[config.mk]
export PLATFORM = sky130hd
export DESIGN_NAME = drum_div_seq
export DESIGN_NICKNAME = d
export VERILOG_FILES = /design/src/rtl/drum_div_pkg.sv /design/src/rtl/drum_div_lod_trunc.sv /design/src/rtl/drum_div_seq.sv
export SDC_FILE = /design/constraint.sdc
export NUM_CORES = 1
export LEC_CHECK = 0
export CAP_MARGIN = 20
export CORE_MARGIN = 3
export CORE_UTILIZATION = 66
export CTS_BUF_LIST = sky130_fd_sc_hd__clkbuf_8
export DETAILED_ROUTE_END_ITERATION = 10
export PLACE_DENSITY = 0.95
export SLEW_MARGIN = 30
export SYNTH_ARGS = -nofsm -noshare
export SYNTH_HDL_FRONTEND = slang
export SYNTH_SLANG_ARGS = --single-unit
[constraint.sdc]
create_clock -name clk -period 5.95 [get_ports clk]
set_input_delay 1.19 -clock clk [delete_from_list [all_inputs] [get_ports clk]]
set_output_delay 1.19 -clock clk [all_outputs]
set_load 0.05 [all_outputs]
[src/rtl/drum_div_pkg.sv]
// Shared types and default widths for the DRUM approximate sequential divider.
package drum_div_pkg;

  localparam int unsigned DRUM_N     = 16;
  localparam int unsigned DRUM_K     = 6;
  localparam int unsigned DRUM_LOG2N = $clog2(DRUM_N);
  localparam int unsigned DRUM_SW    = DRUM_LOG2N + 2;
  localparam int unsigned DRUM_QW    = 2 * DRUM_K;

  typedef enum logic [2:0] {
    StIdle,
    StNorm,
    StDiv,
    StShift,
    StOut
  } state_e;

endpackage

[src/rtl/drum_div_lod_trunc.sv]
// Leading-one detect and K-bit unbiased window extraction for one operand.
module drum_div_lod_trunc
  import drum_div_pkg::*;
#(
  parameter int unsigned N     = DRUM_N,
  parameter int unsigned K     = DRUM_K,
  parameter int unsigned LOG2N = $clog2(N)
) (
  input  logic [N-1:0]     x,
  output logic [K-1:0]     m,
  output logic [LOG2N-1:0] p
);

  logic [LOG2N-1:0] kx;

  always_comb begin
    kx = '0;
    for (int i = 0; i < N; i++) begin
      if (x[i]) kx = LOG2N'(i);
    end
    m = x[K-1:0];
    p = '0;
    // Wide operand: keep top K-1 bits below the leading one, force LSB to 1 to cancel bias
    if (kx > LOG2N'(K - 1)) begin
      p = kx - LOG2N'(K - 1);
      m = K'(x >> p) | K'(1);
    end
  end

endmodule

[src/rtl/drum_div_seq.sv]
// DRUM-style approximate unsigned divider: window both operands, restoring-divide the
// windows one quotient bit per clock, then shift the window quotient back to full scale.
module drum_div_seq
  import drum_div_pkg::*;
#(
  parameter int unsigned N = DRUM_N,
  parameter int unsigned K = DRUM_K
) (
  input  logic         clk,
  input  logic         rst,
  input  logic         in_valid,
  output logic         in_ready,
  input  logic [N-1:0] a,
  input  logic [N-1:0] b,
  output logic         out_valid,
  input  logic         out_ready,
  output logic [N-1:0] q,
  output logic         div_by_zero
);

  localparam int unsigned LOG2N = $clog2(N);
  localparam int unsigned SW    = LOG2N + 2;
  localparam int unsigned QW    = 2 * K;
  localparam int unsigned CW    = $clog2(QW);

  state_e state_q, state_d;

  logic [N-1:0]     a_q, b_q;
  logic [QW-1:0]    num_q;
  logic [K:0]       rem_q;
  logic [K-1:0]     mb_q;
  logic [LOG2N-1:0] pa_q, pb_q;
  logic [CW-1:0]    cnt_q;
  logic [N-1:0]     q_q;
  logic             dbz_q;

  logic [K-1:0]     ma, mb;
  logic [LOG2N-1:0] pa, pb;

  drum_div_lod_trunc #(.N(N), .K(K), .LOG2N(LOG2N)) u_lod_a (
    .x (a_q),
    .m (ma),
    .p (pa)
  );

  drum_div_lod_trunc #(.N(N), .K(K), .LOG2N(LOG2N)) u_lod_b (
    .x (b_q),
    .m (mb),
    .p (pb)
  );

  // Restoring division step
  logic [K+1:0] rem_sh;
  logic         fits;
  logic [K:0]   rem_nx;

  always_comb begin
    rem_sh = {rem_q, num_q[QW-1]};
    fits   = rem_sh >= (K+2)'(mb_q);
    rem_nx = fits ? (K+1)'(rem_sh - (K+2)'(mb_q)) : rem_sh[K:0];
  end

  // Final rescale: s = pa - pb - K in two's complement, sign picks shift direction
  logic [SW-1:0]   s;
  logic [SW-1:0]   shamt;
  logic [N+QW-1:0] wide;
  logic [N+QW-1:0] shifted;
  logic [N-1:0]    q_sat;

  always_comb begin
    s       = SW'(pa_q) - SW'(pb_q) - SW'(K);
    shamt   = s[SW-1] ? (~s + SW'(1)) : s;
    wide    = {{N{1'b0}}, num_q};
    shifted = s[SW-1] ? (wide >> shamt) : (wide << shamt);
    q_sat   = (|shifted[N+QW-1:N]) ? {N{1'b1}} : shifted[N-1:0];
  end

  always_ff @(posedge clk or posedge rst) begin
    if (rst) state_q <= StIdle;
    else     state_q <= state_d;
  end

  always_comb begin
    state_d = state_q;
    unique case (state_q)
      StIdle:  if (in_valid) state_d = StNorm;
      StNorm:  state_d = (b_q == '0) ? StOut : StDiv;
      StDiv:   if (cnt_q == '0) state_d = StShift;
      StShift: state_d = StOut;
      StOut:   if (out_ready) state_d = StIdle;
      default: state_d = StIdle;
    endcase
  end

  always_comb begin
    in_ready    = (state_q == StIdle);
    out_valid   = (state_q == StOut);
    q           = q_q;
    div_by_zero = dbz_q;
  end

  always_ff @(posedge clk or posedge rst) begin
    if (rst) begin
      a_q   <= '0;
      b_q   <= '0;
      num_q <= '0;
      rem_q <= '0;
      mb_q  <= '0;
      pa_q  <= '0;
      pb_q  <= '0;
      cnt_q <= '0;
      q_q   <= '0;
      dbz_q <= 1'b0;
    end else begin
      unique case (state_q)
        StIdle: begin
          if (in_valid) begin
            a_q <= a;
            b_q <= b;
          end
        end
        StNorm: begin
          if (b_q == '0) begin
            q_q   <= {N{1'b1}};
            dbz_q <= 1'b1;
          end else begin
            num_q <= {ma, {K{1'b0}}};
            rem_q <= '0;
            mb_q  <= mb;
            pa_q  <= pa;
            pb_q  <= pb;
            cnt_q <= CW'(QW - 1);
          end
        end
        StDiv: begin
          rem_q <= rem_nx;
          num_q <= {num_q[QW-2:0], fits};
          if (cnt_q != '0) cnt_q <= cnt_q - CW'(1);
        end
        StShift: begin
          q_q   <= q_sat;
          dbz_q <= 1'b0;
        end
        default: ;
      endcase
    end
  end

endmodule

Fig. 1: run 1, routed metal per tile
(3 px per micron) 22 x 22 tiles, from dark purple (low) to yellow (high), scaled to the fullest tile. Values are wire area over tile area, all layers added.
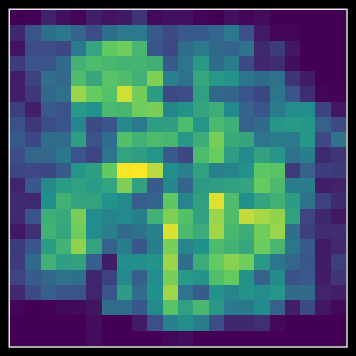
nearly empty tiles = 12%
emptiest ninth of the die = top right
tiles over half the peak = 33%
densest ninth of the die = middle
DR vias: 6951
routed wire length per instance: 19.1 microns
Final Routed Wirelength: 19400 microns
combined global-route utilization of all metal layers: 0.312

Fig. 2: run 1, cell placement
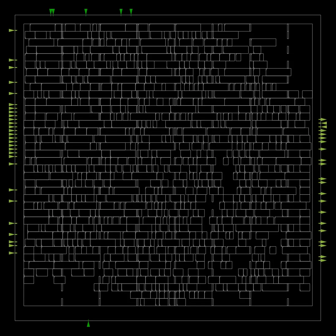
number of placement rows: 38
sequential fraction of total cell area: 0.275
utilization after layout: 0.742
core region area: 10900 sq um
number of sequential cells: 89

==> flow_summary_export.csv, run 1 <==
group,metric,value,unit
setup_path,critical_path.reg2reg.endpoint,"q[0]",
place,placed_instances,1000,
drt,drc,0,
synthesis,proportion_of_synthesized_area_in_mux_cells,0.156,
synthesis,ys_async_sr_fraction,1.00,
finish,inv_count,35,
global_routing,grt_pass1_wl,32300,microns
setup_path,cpMaxStageDelayCell,"sky130_fd_sc_hd__a221oi_2",
synthesis,yosys.area_share.aoi,0.252,
die,die_width,112,microns
synthesis,yosys.stat.seqShare,0.300,
worst_hold_path,hp-class,"flip-flop to flip-flop",
finish,layout.cells.non_filler,1016,
final_timing,max_slew.worst_pin.slew,0.988,ns
final_timing,setup-violations-final,0,
cts,insertion_delay,0.39,ns
drt,detail_route.first_pass.iterations,5,
synthesis,synth-edff-count,0,
finish,antennaDiodeCount,0,
drt,route.detailed.vias_per_inst,6.84,
final_timing,period_used_share,0.823,
run,drv_cap,0,
setup_path,crit_path_max_fanout,16,
die,design.die.area,12600,sq um
final_timing,setup-tns-final,0,ns
cts,cts-htree-levels,3,
synthesis,yosys_warnings,0,
run_status,outcome,"finished clean",
Fig. 3: run 1, drive-strength map
(2 px per micron)
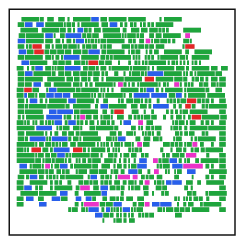
red -> x6 and larger  # cells 12, share 1.4%, most used clkbuf_8
green -> x1 and smaller  # cells 774, share 88%, most used nand2_1
blue -> x2  # cells 71, share 8.1%, most used mux2_2
magenta -> x3 and x4  # cells 19, share 2.2%, most used buf_4
area grow syn2layout: 9.27%
number of signal-net buffers in the layout: 65
setup slack after layout: 1.05 ns
Design Area, Final: 8110 sq um

Fig. 4: run 1, a small window of the routed layout
Window x 31 to 81, y 53 to 103 microns. Cells in gray, sequential cells in the stronger gray; small squares are vias.
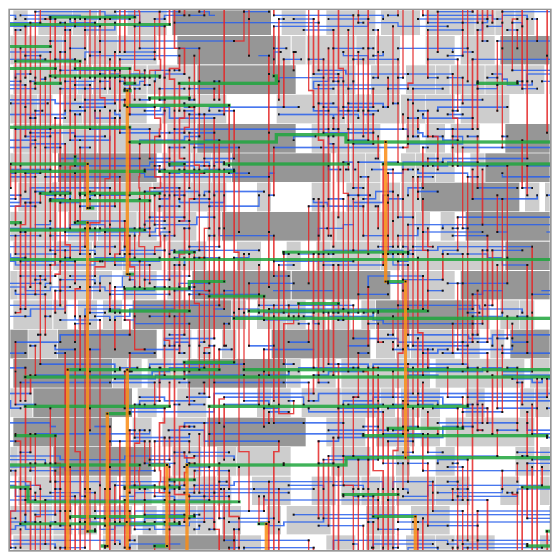

==> inputs of run 2 (changes only) <==
--- a/config.mk
+++ b/config.mk
@@ -7,7 +7,7 @@
 export LEC_CHECK = 0
 export CAP_MARGIN = 20
 export CORE_MARGIN = 3
-export CORE_UTILIZATION = 66
+export CORE_UTILIZATION = 62
 export CTS_BUF_LIST = sky130_fd_sc_hd__clkbuf_8
 export DETAILED_ROUTE_END_ITERATION = 10
 export PLACE_DENSITY = 0.95
==> constraint.sdc (replaced) <==
create_clock -name clk -period 5 [get_ports clk]
set_input_delay 1 -clock clk [delete_from_list [all_inputs] [get_ports clk]]
set_output_delay 1 -clock clk [all_outputs]
set_load 0.05 [all_outputs]
Fig. 5: run 2, a small window of the routed layout
Window x 33 to 83, y 56 to 106 microns. Cells in gray, sequential cells in the stronger gray; small squares are vias.
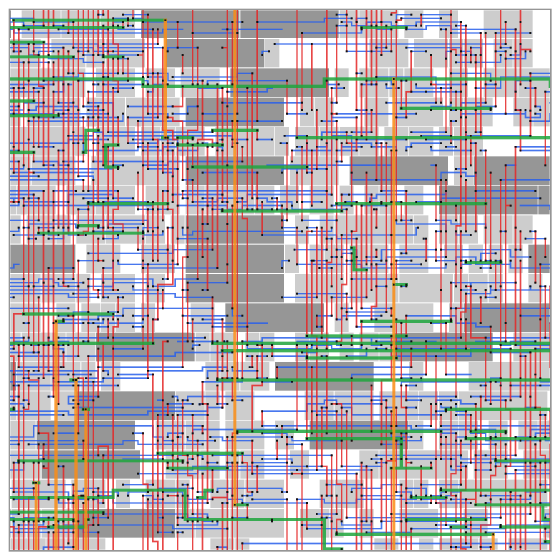
red -> M2
green -> M3
blue -> M1
orange -> M4
cells with their middle in the window = 231
most frequent = nand2_1 (33), o21ai_0 (27), dfrtp_1 (23)
sequential cells in the window = 23
netlist names of flops here include = num_q (8), mb_q (6), rem_q (4)

==> run 2 against run 1 <==
Effect of this change: clock-buffer cell count is 1 lower; sequential share of layout area shrank 0.19 points; synthesized cell count unchanged; critical endpoint is now q[1]; synthesized area did not move; critical path type unchanged.
==> flow_summary_export.csv, run 2 <==
group,metric,value,unit
finish,sequential_fraction_of_total_cell_area,0.273,
die,design.die.area,13300,sq um
synthesis,proportion_of_synthesized_area_in_mux_cells,0.156,
synthesis,ys_async_sr_fraction,1.00,
run_status,outcome,"finished clean",
die,core.rowCount,39,
die,core_area,11600,sq um
place,placed_instances,1008,
drt,drt_wl_total,20000,microns
finish,inv_count,35,
setup_path,crit_path_max_fanout,22,
finish,layout.cells.non_filler,1022,
die,die_width,115,microns
cts,cts-htree-levels,3,
drt,dr_vias,6917,
drt,routedWlPerCell,19.5,microns
setup_path,cpMaxStageDelayCell,"sky130_fd_sc_hd__a221oi_2",
final_timing,period_used_share,0.947,
synthesis,synth-edff-count,0,
synthesis,yosys_warnings,0,
final_timing,setup-tns-final,0,ns
